==> config.mk <==
export PLATFORM = sky130hd
export DESIGN_NAME = alu_exec_unit_flat
export DESIGN_NICKNAME = d
export VERILOG_FILES = /design/src/rtl/alu_pkg.sv /design/src/rtl/alu_exec_unit_if.sv /design/src/rtl/alu_mul_iter.sv /design/src/rtl/alu_exec_unit.sv /design/src/flat_wrapper.sv
export SDC_FILE = /design/constraint.sdc
export NUM_CORES = 1
export LEC_CHECK = 0
export ABC_CLOCK_PERIOD_IN_PS = 5900
export CAP_MARGIN = 0
export CORE_ASPECT_RATIO = 0.75
export CORE_MARGIN = 1.5
export CORE_UTILIZATION = 60
export CTS_CLUSTER_DIAMETER = 30
export DETAILED_ROUTE_END_ITERATION = 8
export PLACE_DENSITY = 0.81
export REMOVE_ABC_BUFFERS = 1
export SLEW_MARGIN = 20
export SYNTH_ARGS = -nofsm -noshare
export SYNTH_HDL_FRONTEND = slang
export SYNTH_HIERARCHICAL = 1
export SYNTH_SLANG_ARGS = --single-unit
==> constraint.sdc <==
create_clock -name clk_i -period 5.9 [get_ports clk_i]
set_input_delay 1.18 -clock clk_i [delete_from_list [all_inputs] [get_ports clk_i]]
set_output_delay 1.18 -clock clk_i [all_outputs]
set_load 0.005 [all_outputs]
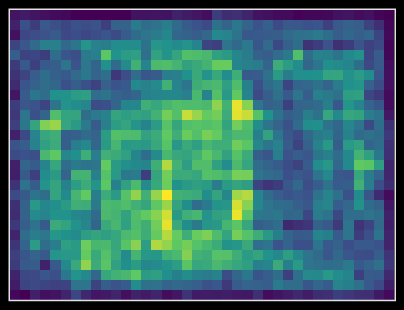
(routed metal per tile)
(2 px per µm) The die is cut into 38 by 29 equal tiles; dark purple is low, yellow is high, scaled to the fullest tile. Values are wire area over tile area, all layers added.
The mean over all tiles is 0.39. The densest ninth of the die: middle. The fullest tile reaches 0.94.
GRT Overall Usage: 0.444
total number of vias: 16,500
wire per inst: 26.4 µm
total detailed-routing wirelength: 61,900 µm

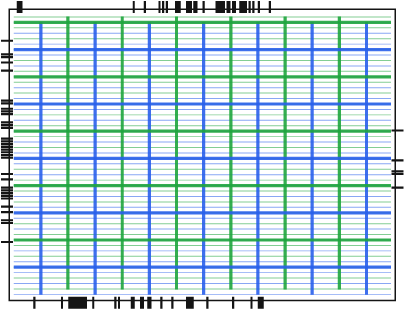
(supply network)
(2 px per µm) Pins as bars on the die edge.
VDD: in green. VSS: in blue.
52 met1 rails follow the rows. 105 signal pins sit on the boundary. 10 straps on met5. 13 straps on met4. The core has 51 rows.
Max VDD drop: 0.235 mV
die boundary height: 145 µm
die extent in x: 192 µm

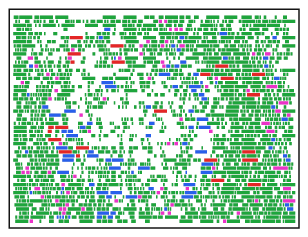
(sizing map)
(1.5 px per µm)
_2 cells: in blue, cells 89, share 4.5%, most used mux4_2. _0 and _1 cells: in green, cells 1,812, share 91%, most used nand2_1. _6 and larger: in red, cells 23, share 1.2%, most used clkbuf_16. _3 and _4 cells: in magenta, cells 74, share 3.7%, most used buf_4.
least setup slack across all paths after layout: 619 ps
area growth from synthesis to layout: 11.5%
final design area excluding fillers: 18,000 µm²
buffers outside the clock class: 158

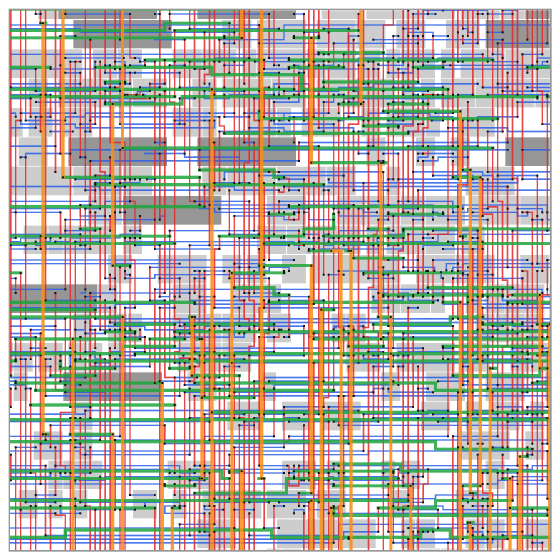
(a small window of the routed layout)
Region (71, 76) to (121, 126) µm. Cells in gray, sequential cells in the stronger gray; small squares are vias.
metal 2: in red. metal 1: in blue. metal 3: in green. metal 4: in orange.
Most frequent: nor2_1 (19), nand2_1 (16), o21ai_0 (15). 182 logic cells have their middle in the window. Sequential cells in the window: 7.

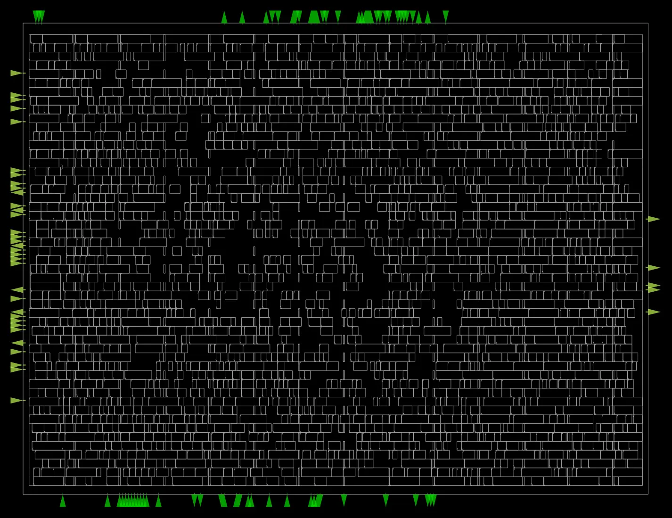
(cell outlines without signal wires)
filler cell count: 2,118
utilization after layout: 0.686

==> summary.txt <==
Total leakage power: 7.55 nW
Sum of internal, switching and leakage power: 5.17 mW
Slack of the worst reg-to-reg path: 930 ps
Clock group power: 1.07 mW
Hold bufs inserted after CTS: 0
Port Buffer Count: 104
Max Fanout on Critical Path: 7
Overflow left after global routing: 0
Depth of the worst hold-timing path: 1
Net total in the final layout: 2,187
Multiplexer share of the synthesized area: 0.152
Class of the tightest hold or removal check: flop to flop
Seq. cell area: 3400 µm²
Antenna Diode Count: 0
Dominant delay contributor by cell family on the critical path: simple AND/OR/NAND/NOR gates
Dominant cells by area after synthesis: sky130_fd_sc_hd__dfrtp_1, sky130_fd_sc_hd__mux2i_1, sky130_fd_sc_hd__ha_1
DRT met1 WL: 25,400 µm
Critical path arrival: 5590 ps
Iteration-0 DRC count of the detailed router: 2,431
Post-synth ARST share: 1.00
Final number of max-transition violations: 0
Run status: completed
Global routing's busiest layer: met2
Count of H-tree levels built during CTS: 4
Logic cell area: 12,000 µm²
Top cells excl fill/tap: sky130_fd_sc_hd__nand2_1, sky130_fd_sc_hd__o21ai_0, sky130_fd_sc_hd__mux2i_1
Total number of clock tree sinks: 136
Maximum number of pins on one net before global-route repair: 85
Flip-flop cell with the highest count after synthesis: sky130_fd_sc_hd__dfrtp_1
Most used standard cells in the synthesized netlist: sky130_fd_sc_hd__nand2_1, sky130_fd_sc_hd__o21ai_0, sky130_fd_sc_hd__mux2i_1
Number of rows created at floorplan: 51
Post-CTS setup repair buffer count: 0
Synthesis area per yosys: 16,100 µm²
Registers: 136
Worst path buffer plus inverter count: 2
Buffer depth of the longest clock path: 2
Top cell type by total area after synthesis: sky130_fd_sc_hd__dfrtp_1
Gp weighted congestion: 1.02
Power density of the placed cells: 288 nW/µm²
Highest-power group: combinational logic
Number of warning messages in the logs: 27
Synthesized instance count: 1,936
Fraction of layout instances using a drive strength above 1: 0.0931
Number of synthesized register bits: 136
Slew at the pin with the worst max-slew slack: 1180 ps
Pre-CTS setup slack: 197 ps
Net switching power of the design: 2.33 mW
Cell with the largest stage delay on the worst path: sky130_fd_sc_hd__or4_4
Clock latency reported for the late side of the worst-skew pair: 450 ps
Worst path max stage delay: 580 ps
Initial antenna violation count: 0
Number of buffers added by the clock tree synthesis step: 17
Mean Syn Cell Area: 8.32 µm²
Minimum hold slack: 538 ps
Internal portion of total power: 2.83 mW
Pre-Place Util: 0.616
Nonclk inv count: 33
Non-filler instance count after layout: 2,342
Xor-xnor portion of the synthesized cell area: 0.0402
Number of unique standard cell types used by synthesis: 94
Worst-path cell chain: clkdlybuf4s50_1, or4_4, or3_2, nor4_1, a21oi_1, xnor2_1, ha_1, and3_1, and4_1, a32o_1, a211oi_2, buf_4, nor3_1, or4_1, nand3_1, a31oi_1
CTS tree: yes
Share of final layout cell area taken by non-clock buffers: 0.0800
Switching fraction of total power: 0.452
Tap Count: 344
Share of synthesized cell area in full adder, half adder and majority cells: 0.116
Met3 Routed Length: 8640 µm
Post-placement cell count: 2,311
Number of max-cap violations: 0
Final period util: 0.895
Number of setup violations in the final report: 0
Global-route wire length before repair: 93,600 µm
Simple logic cell fraction of the synthesized area: 0.184
Met1 usage: 0.625
Drt first pass iters: 6
Worst endpoint required time: 6210 ps
Master cell of the clock root buffer: sky130_fd_sc_hd__clkbuf_16
Post-CTS sizing: 0
Fin crit period: 5280 ps
Compound-gate portion of the synthesized area: 0.252
P_seq: 1.47 mW
Post-Synthesis Cell Area: 16,100 µm²
Met3 track demand over resource in global routing: 0.162
Yosys warning total: 6
DRC viols: 0
Sequential power share: 0.285
DIE AREA: 27,900 µm²
Number of enable flip-flop cells: 0
Maximum frequency from static timing analysis: 189 MHz
Number of vias per cell after detailed routing: 7.06
Global-route track usage on met2: 0.631
Multi-input logic cell count: 1,640
CP startpoint kind: input pin
Power figures rest on the tool's default switching activity, not on a simulated workload.
